<file path="src/rtl/knn_pkg.sv">
// Shared types and helpers for the k-NN majority vote stage.
// Holds the FSM state encoding and the vote-counter width function.
package knn_pkg;

  typedef enum logic [1:0] {
    IDLE   = 2'd0,
    COUNT  = 2'd1,
    SELECT = 2'd2
  } state_e;

  function automatic int vote_w(input int k);
    return $clog2(k + 1);
  endfunction

endpackage

</file>
<file path="src/rtl/knn_vote_if.sv">
// Handshake and data bundle between knn_system and knn_vote.
// The master drives the sorted arrays, and the slave returns the class.
interface knn_vote_if #(
  parameter int W = 8,
  parameter int L = 8,
  parameter int K = 3
);
  import knn_pkg::*;

  localparam int CW = vote_w(K);

  logic          in_valid;
  logic          in_ready;
  logic [W-1:0]  distance_array_sorted [L];
  logic [W-1:0]  type_array_sorted     [L];
  logic          out_valid;
  logic [W-1:0]  class_out;
  logic [CW-1:0] max_votes;
  logic [W-1:0]  nearest_dist;

  modport master (
    output in_valid, distance_array_sorted,
    output type_array_sorted,
    input  in_ready, out_valid, class_out,
    input  max_votes, nearest_dist
  );

  modport slave (
    input  in_valid, distance_array_sorted,
    input  type_array_sorted,
    output in_ready, out_valid, class_out,
    output max_votes, nearest_dist
  );

endinterface

</file>
<file path="src/rtl/knn_vote_bank.sv">
// Bank of C vote counters with a single increment port and a single read port.
// A counter stops at K, which is the most votes that one set can cast.
module knn_vote_bank #(
  parameter int C  = 4,
  parameter int K  = 3,
  parameter int CW = 2,
  parameter int IW = 2
) (
  input  logic          clk,
  input  logic          rst,
  input  logic          clear,
  input  logic          inc_en,
  input  logic [IW-1:0] inc_class,
  input  logic [IW-1:0] rd_cls,
  output logic [CW-1:0] rd_cnt
);

  logic [CW-1:0] r_cnt [C];

  always_ff @(posedge clk) begin
    if (rst || clear) begin
      for (int i = 0; i < C; i++)
        r_cnt[i] <= '0;
    end else if (inc_en &&
                 r_cnt[inc_class] != CW'(K)) begin
      r_cnt[inc_class] <= r_cnt[inc_class] + 1'b1;
    end
  end

  assign rd_cnt = r_cnt[rd_cls];

endmodule

</file>
<file path="src/rtl/knn_vote.sv">
// Majority-vote classifier: it captures the sorted arrays and counts K votes.
// It then scans the C counters for the argmax and presents one result strobe.
module knn_vote
  import knn_pkg::*;
#(
  parameter int W = 8,
  parameter int L = 8,
  parameter int K = 3,
  parameter int C = 4
) (
  input logic       clk,
  input logic       rst,
  knn_vote_if.slave bus
);

  localparam int CW = vote_w(K);
  localparam int IW = (C > 1) ? $clog2(C) : 1;
  localparam int KW = (K > 1) ? $clog2(K) : 1;

  state_e        r_state;
  logic [W-1:0]  r_type [K];
  logic [KW-1:0] r_idx;
  logic [IW-1:0] r_cls;
  logic [IW-1:0] r_best_cls;
  logic [CW-1:0] r_best_cnt;
  logic          r_out_valid;
  logic [W-1:0]  r_class;
  logic [CW-1:0] r_votes;
  logic [W-1:0]  r_near;

  logic          w_accept;
  logic          w_inc_en;
  logic          w_better;
  logic          w_last_idx;
  logic          w_last_cls;
  logic [W-1:0]  w_type;
  logic [CW-1:0] w_cnt;
  logic          w_unused;

  assign w_accept   = (r_state == IDLE) && bus.in_valid;
  assign w_type     = r_type[r_idx];
  assign w_inc_en   = (r_state == COUNT) && (int'(w_type) < C);
  assign w_better   = w_cnt > r_best_cnt;
  assign w_last_idx = r_idx == KW'(K - 1);
  assign w_last_cls = r_cls == IW'(C - 1);

  knn_vote_bank #(
    .C (C),
    .K (K),
    .CW(CW),
    .IW(IW)
  ) u_bank (
    .clk      (clk),
    .rst      (rst),
    .clear    (w_accept),
    .inc_en   (w_inc_en),
    .inc_class(w_type[IW-1:0]),
    .rd_cls   (r_cls),
    .rd_cnt   (w_cnt)
  );

  always_ff @(posedge clk) begin
    if (rst) begin
      r_state     <= IDLE;
      r_idx       <= '0;
      r_cls       <= '0;
      r_best_cls  <= '0;
      r_best_cnt  <= '0;
      r_out_valid <= 1'b0;
      r_class     <= '0;
      r_votes     <= '0;
      r_near      <= '0;
      for (int i = 0; i < K; i++)
        r_type[i] <= '0;
    end else begin
      r_out_valid <= 1'b0;
      unique case (r_state)
        IDLE: begin
          if (bus.in_valid) begin
            for (int i = 0; i < K; i++)
              r_type[i] <= bus.type_array_sorted[i];
            r_near  <= bus.distance_array_sorted[0];
            r_idx   <= '0;
            r_state <= COUNT;
          end
        end
        COUNT: begin
          r_idx <= r_idx + 1'b1;
          if (w_last_idx) begin
            r_idx      <= '0;
            r_cls      <= '0;
            r_best_cls <= '0;
            r_best_cnt <= '0;
            r_state    <= SELECT;
          end
        end
        SELECT: begin
          if (w_better) begin
            r_best_cls <= r_cls;
            r_best_cnt <= w_cnt;
          end
          r_cls <= r_cls + 1'b1;
          // The last class is folded into the result on the same edge.
          if (w_last_cls) begin
            r_class     <= W'(w_better ? r_cls : r_best_cls);
            r_votes     <= w_better ? w_cnt : r_best_cnt;
            r_out_valid <= 1'b1;
            r_cls       <= '0;
            r_state     <= IDLE;
          end
        end
        default: r_state <= IDLE;
      endcase
    end
  end

  always_comb begin
    w_unused = 1'b0;
    for (int i = 1; i < L; i++)
      w_unused = w_unused ^ (^bus.distance_array_sorted[i]);
    for (int i = K; i < L; i++)
      w_unused = w_unused ^ (^bus.type_array_sorted[i]);
  end

  assign bus.in_ready     = (r_state == IDLE);
  assign bus.out_valid    = r_out_valid;
  assign bus.class_out    = r_class;
  assign bus.max_votes    = r_votes;
  assign bus.nearest_dist = r_near;

endmodule

</file>
<file path="src/flat_wrapper.sv">
// flat-port wrapper written by rule: the top's interface ports become plain ports
module knn_vote_flat import knn_pkg::*;
#(
  parameter int W = 8,
  parameter int L = 8,
  parameter int K = 3,
  parameter int C = 4
)
  (clk, rst, bus_in_valid, bus_distance_array_sorted, bus_type_array_sorted, bus_in_ready, bus_out_valid, bus_class_out, bus_max_votes, bus_nearest_dist);
  knn_vote_if #(.W(W), .L(L), .K(K)) bus_i ();
  input logic clk;
  input logic rst;
  input wire logic [$bits(bus_i.in_valid)-1:0] bus_in_valid;
  input wire logic [$bits(bus_i.distance_array_sorted)-1:0] bus_distance_array_sorted;
  input wire logic [$bits(bus_i.type_array_sorted)-1:0] bus_type_array_sorted;
  output wire logic [$bits(bus_i.in_ready)-1:0] bus_in_ready;
  output wire logic [$bits(bus_i.out_valid)-1:0] bus_out_valid;
  output wire logic [$bits(bus_i.class_out)-1:0] bus_class_out;
  output wire logic [$bits(bus_i.max_votes)-1:0] bus_max_votes;
  output wire logic [$bits(bus_i.nearest_dist)-1:0] bus_nearest_dist;
  assign bus_i.in_valid = bus_in_valid;
  assign bus_i.distance_array_sorted = {>>{bus_distance_array_sorted}};
  assign bus_i.type_array_sorted = {>>{bus_type_array_sorted}};
  assign bus_in_ready = bus_i.in_ready;
  assign bus_out_valid = bus_i.out_valid;
  assign bus_class_out = bus_i.class_out;
  assign bus_max_votes = bus_i.max_votes;
  assign bus_nearest_dist = bus_i.nearest_dist;
  knn_vote #(.W(W), .L(L), .K(K), .C(C)) u_core (.clk(clk), .rst(rst), .bus(bus_i));
endmodule
</file>
<file path="config.mk">
export PLATFORM = sky130hd
export DESIGN_NAME = knn_vote_flat
export DESIGN_NICKNAME = d
export VERILOG_FILES = /design/src/rtl/knn_pkg.sv /design/src/rtl/knn_vote_if.sv /design/src/rtl/knn_vote_bank.sv /design/src/rtl/knn_vote.sv /design/src/flat_wrapper.sv
export SDC_FILE = /design/constraint.sdc
export NUM_CORES = 1
export LEC_CHECK = 0
export ABC_AREA = 1
export CAP_MARGIN = 25
export CORE_MARGIN = 5
export CORE_UTILIZATION = 30
export CTS_BUF_LIST = sky130_fd_sc_hd__clkbuf_8
export CTS_CLUSTER_DIAMETER = 100
export CTS_CLUSTER_SIZE = 30
export DETAILED_ROUTE_END_ITERATION = 10
export DONT_BUFFER_PORTS = 1
export GPL_TIMING_DRIVEN = 0
export MAX_ROUTING_LAYER = met4
export PLACE_DENSITY = 0.43
export SLEW_MARGIN = 20
export SYNTH_ARGS = -nofsm -noshare
export SYNTH_HDL_FRONTEND = slang
export SYNTH_HIERARCHICAL = 1
export SYNTH_SLANG_ARGS = --single-unit
</file>
<file path="constraint.sdc">
create_clock -name clk -period 6 [get_ports clk]
set_clock_uncertainty 0.2 [all_clocks]
set_input_delay 1.8 -clock clk [delete_from_list [all_inputs] [get_ports clk]]
set_output_delay 1.8 -clock clk [all_outputs]
set_load 0.005 [all_outputs]
</file>
==> run_1/pdn.png <==
The bar under the picture is 20 µm long. Pins as bars on the die edge.
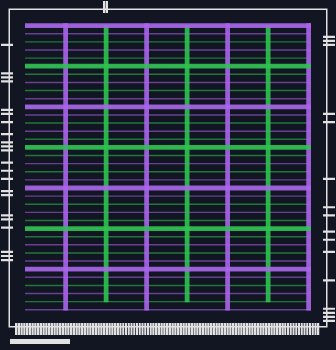
[green] VDD
[purple] VSS
met1 rails: 36
met4 straps: 7
rows: 35
signal pins: 151
met5 straps: 7

==> run_1/cell_classes.png <==
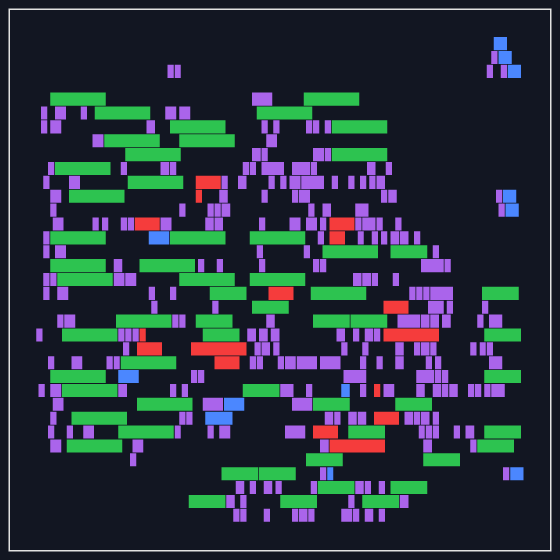
[red] clock drivers and dummy loads | cells: 16 | share of their area: 7.7%
[green] flip-flops | cells: 57 | share of their area: 48%
[blue] other buffers and delay cells | cells: 12 | share of their area: 3.4%
[purple] all other logic | cells: 254 | share of their area: 41%

==> run_1/clock_map.png <==
The bar under the picture is 20 µm long.
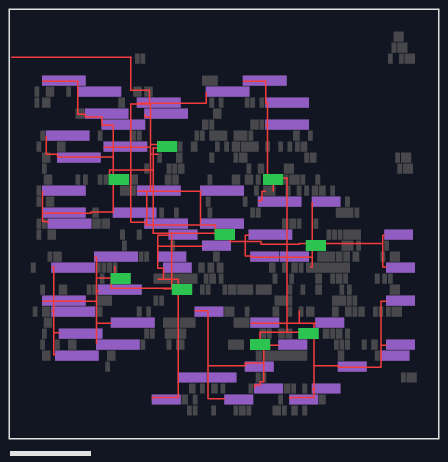
[purple] flip-flops | count: 57
[red] clock wires | length: 858 µm
[green] cells driving clock nets | count: 9
flops lie: spread over the die
routed clock nets: 10

==> reports/metrics.yaml, run 1 <==
ir_drop_v: 0.0001271
crit_path_start_kind: "input port"
syn-instance-count: 317
met1_length_um: 2445
timing.rr.end: "u_core/u_bank/r_cnt[3][1]"
cts_resized: 0
postSynthAreaPerCell_um2: 8.699
synth.distinct_cells: 27
fillers: 974
hold-path-cell-count: 2
cts_tree: "built"
clk_pin_slew_ns: 0.07
p_seq_frac: 0.462
min_to: "u_core/r_best_cnt[1]"
placedCellCount: 433
root_buffer: "clkbuf_8"
pwr-share-clk: 0.435
vias_per_cell: 4.251
wl_um: 5242
slew_viol_final: 0
p_sw_uw: 227.7
rr_worst_depth: 10
yosysWarnings: 6
grt.overflow.total: 0
synth_area_um2: 2758
hpwlAfterDp_um: 3837
holdBufCountCts: 0
cp-endpoint: "u_core/r_type[2][0]"
place.gp.congestion: 0.7296
post_cts_buffers: 0
p_comb_uw: 100
yosysMostFrequentCell: "nand2_1"
dieArea_um2: 11210
max-slew-margin-rel: 0.6539
drt_pass1_iterations: 4
synthTopCellsByCount: "nand2_1, inv_1, edfxtp_1"
outcome: "complete, no violations"
hold_start: "u_core/r_best_cnt[1]"
drcViolationCount: 0
grt_start_max_net_pins: 25
ant_nets: 0
run 1: layout make-up:
type                            instances  share of cell area
Sequential cell                        57              0.4618
Multi-Input combinational cell        188              0.3088
Clock buffer                            9             0.03915
Clock inverter                          7             0.03480
Tap cell                              111             0.04389
Timing Repair Buffer                    1            0.004745
Inverter                               66             0.07908
Buffer                                 11             0.02768
run 1: kinds of logic (layout without fill, tap and decap cells):
group,after synthesis,after routing,synth area share
compound gates,41,41,0.08121
fa+ha+maj,5,5,0.02269
buf+inv,77,94,0.1225
flops,57,57,0.5299
other cells,1,6,0.001360
simple gates,136,136,0.2423
run 1: worst max-delay path: stages:
cell and delay [ns]:
buf_2 0.15, inv_1 0.30, nand2_1 0.38, buf_8 0.28
run 1: flip-flops by register name, summed over array words and instances (netlist names), named ones only:
register	cells
u_core/r_best_cnt	2
u_core/r_cls	2
u_core/bus.out_valid	1
u_core/r_best_cls	2
u_core/r_type	24
u_core/bus.class_out	2
u_core/bus.max_votes	2
u_core/r_idx	2
u_core/u_bank/r_cnt	8
u_core/r_state	2
u_core/bus.nearest_dist	8
run 1: layout by cell type (no fill, tap or decap):
cell       netlist  layout
nand2_1         62      62
o21ai_2          1       1
buf_8            0       1
o211ai_1         2       2
nor2_4           4       4
nand4_2          1       1
nand3_1         12      12
buf_2            1       1
dfxtp_1         25      25
nand2_2          4       4
buf_6            3       3
clkbuf_1         1       1
conb_1           1       6
nand4_1          3       3
bufinv_16        0       3
nor2_2          22      22
ha_1             5       5
clkinv_1         0       2
buf_4            6       6
clkbuf_8         0       9
inv_2            6       6
inv_4            1       1
nand2_4          2       2
o21ai_0          8       8
nor3_1           3       3
a21oi_1         26      26
o21a_1           4       4
nor2_1          21      21
nand3_2          2       2
edfxtp_1        32      32
inv_1           59      60
clkinv_4         0       1
--- run 2 (diff from run 1) ---
Settings changed: PLACE_DENSITY 0.43 to 0.44.
Clock period 6 ns to 2.7 ns, I/O delays scaled along.
==> run 2 against run 1 <==
Against the previous run:
- count of clock-buffer cells in the layout stayed put
- combinational power is 120% higher
- clock power is 78% higher
- hold slack better by 0.0041 ns
- core utilization is 0.63 points lower
- first-iteration DRC count is 4.3% lower
- sequential power is 120% higher
- via count is 1.0% lower
- flip-flop count stayed put
- die area stayed put
- area after synthesis stayed put
- sequential share of layout area is 0.86 points higher
- largest cell class unchanged
- largest power group unchanged
- highest routed layer unchanged
==> reports/metrics.yaml, run 2 <==
grt_start_max_net_pins: 25  # unchanged
postSynthAreaPerCell_um2: 8.699  # unchanged
p_sw_uw: 511.3  # was 227.7 µW
path_delay_family: "AND-OR/OR-AND gates"  # was buffers and inverters
p_seq_frac: 0.506  # was 0.462
yosysMostFrequentCell: "nand2_1"  # unchanged
pwr-share-clk: 0.382  # was 0.435
syn-instance-count: 317  # unchanged
cp.buffers_inverters: 3  # unchanged
drcViolationCount: 0  # unchanged
hold_start: "u_core/r_idx[0]"  # was u_core/r_best_cnt[1]
cp_cell_sequence: "inv_1 > nand2_1 > a21oi_2 > inv_2 > o211ai_1 > nand2_1 > ha_1 > inv_1 > nand2_1 > o21ai_0"  # was buf_2 > inv_1 > nand2_1 > buf_8
final_cell_mix: "nand2_1, inv_1, edfxtp_1"  # unchanged
dieArea_um2: 11210  # unchanged
wl_um: 5086  # was 5242 µm
cts_tree: "built"  # unchanged
largest_reg_flops: 24  # unchanged
place.gp.congestion: 0.7516  # was 0.7296
slew_viol_final: 0  # unchanged
top_register: "u_core/r_type"  # unchanged
synth.distinct_cells: 27  # unchanged
crit_path_start_kind: "flop"  # was input port
hpwlAfterDp_um: 3774  # was 3837 µm
ant_nets: 0  # unchanged
clk_pin_slew_ns: 0.06  # was 0.07 ns
max-slew-margin-rel: 0.3331  # was 0.6539
placedCellCount: 433  # unchanged
root_buffer: "clkbuf_8"  # unchanged
synth_area_um2: 2758  # unchanged
post_cts_buffers: 0  # unchanged
grt.overflow.total: 0  # unchanged
lay_top_count: "nand2_1"  # unchanged
rr_worst_depth: 10  # unchanged
ir_drop_v: 0.0002434  # was 0.0001271 V
synthTopCellsByCount: "nand2_1, inv_1, edfxtp_1"  # unchanged
yosysWarnings: 6  # unchanged
hold-path-cell-count: 1  # was 2
outcome: "complete, no violations"  # unchanged
## run 2: cell types whose count changed in the layout (fill, tap and decap cells not counted), sizes merged
cell and delta:
buf -1, bufinv -2, clkinv -1, clkinvlp +3, inv -1
## run 2: worst max-delay path by stage
stage,from,endpoint,slack (ns)
final,flop,u_core/u_bank/r_cnt[3][1],0.33
after global placement,rst,u_core/r_type[2][4],0.03
after CTS,flop,u_core/u_bank/r_cnt[3][1],0.13
after global routing,flop,u_core/u_bank/r_cnt[3][1],0.04
after detailed placement,rst,u_core/r_type[2][2],0.01
after floorplan,rst,u_core/r_type[0][0],0.47
## run 2: cell type report
cell class / count / area (µm²)
clock inverter: 6 / 60.06
sequential: 57 / 1461
clock buffer: 9 / 123.9
tap: 111 / 138.9
multi-input combinational: 188 / 984.7
inverter: 66 / 250.2
fill: 967 / 6002
buffer: 11 / 87.58
## run 2: power by group through the flow
stage | sequential [mW] | combinational, mW | clock, mW
floorplan | 1.01 | 0.177 | 0
global placement | 1.02 | 0.219 | 0
detailed placement | 1.02 | 0.221 | 0
CTS | 0.999 | 0.222 | 0.795
global route | 1.00 | 0.255 | 0.819
finish | 0.998 | 0.220 | 0.753
## run 2: through the flow
stage | power, mW | utilization
after detailed placement | 1.239 | 0.3201
after floorplan | 1.187 | -
after global routing | 2.079 | 0.3411
final | 1.970 | 0.3411
after global placement | 1.236 | 0.3201
after CTS | 2.015 | 0.3402
## run 2: repair_timing
item | CTS | global route
hold buffers | 0 | 0
endpoints found under the hold margin | 0 | 0
endpoints found under the setup margin | 0 | 8
gates resized | 0 | 2
## run 2: cell families after synthesis
kind of cell	synth area share
flops	0.5299
simple gates	0.2423
fa+ha+maj	0.02269
other cells	0.001360
buf+inv	0.1225
compound gates	0.08121
==> run_2/final_clocks.png <==
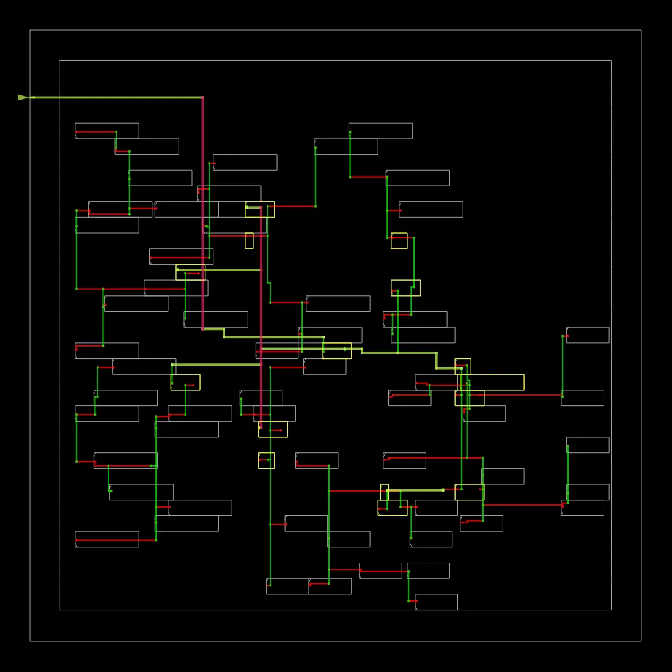
clock group total power: 753 µW
FF+latch count: 57
clk_lat worst skew: 0.33 ns
Clock Sinks: 57

==> run_2/metal_stack.png <==
The bar under the picture is 20 µm long.
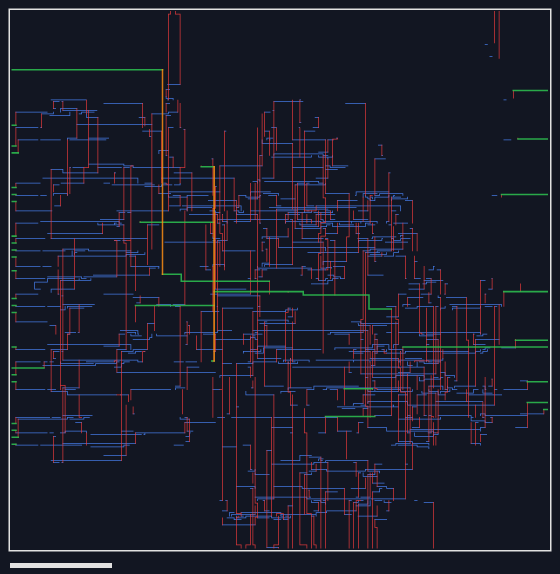
[green] met3 | wire length: 232 µm
[blue] met1 | wire length: 2390 µm
[red] met2 | wire length: 2380 µm
[orange] met4 | wire length: 78.2 µm

Power and IR drop assume default switching activity.
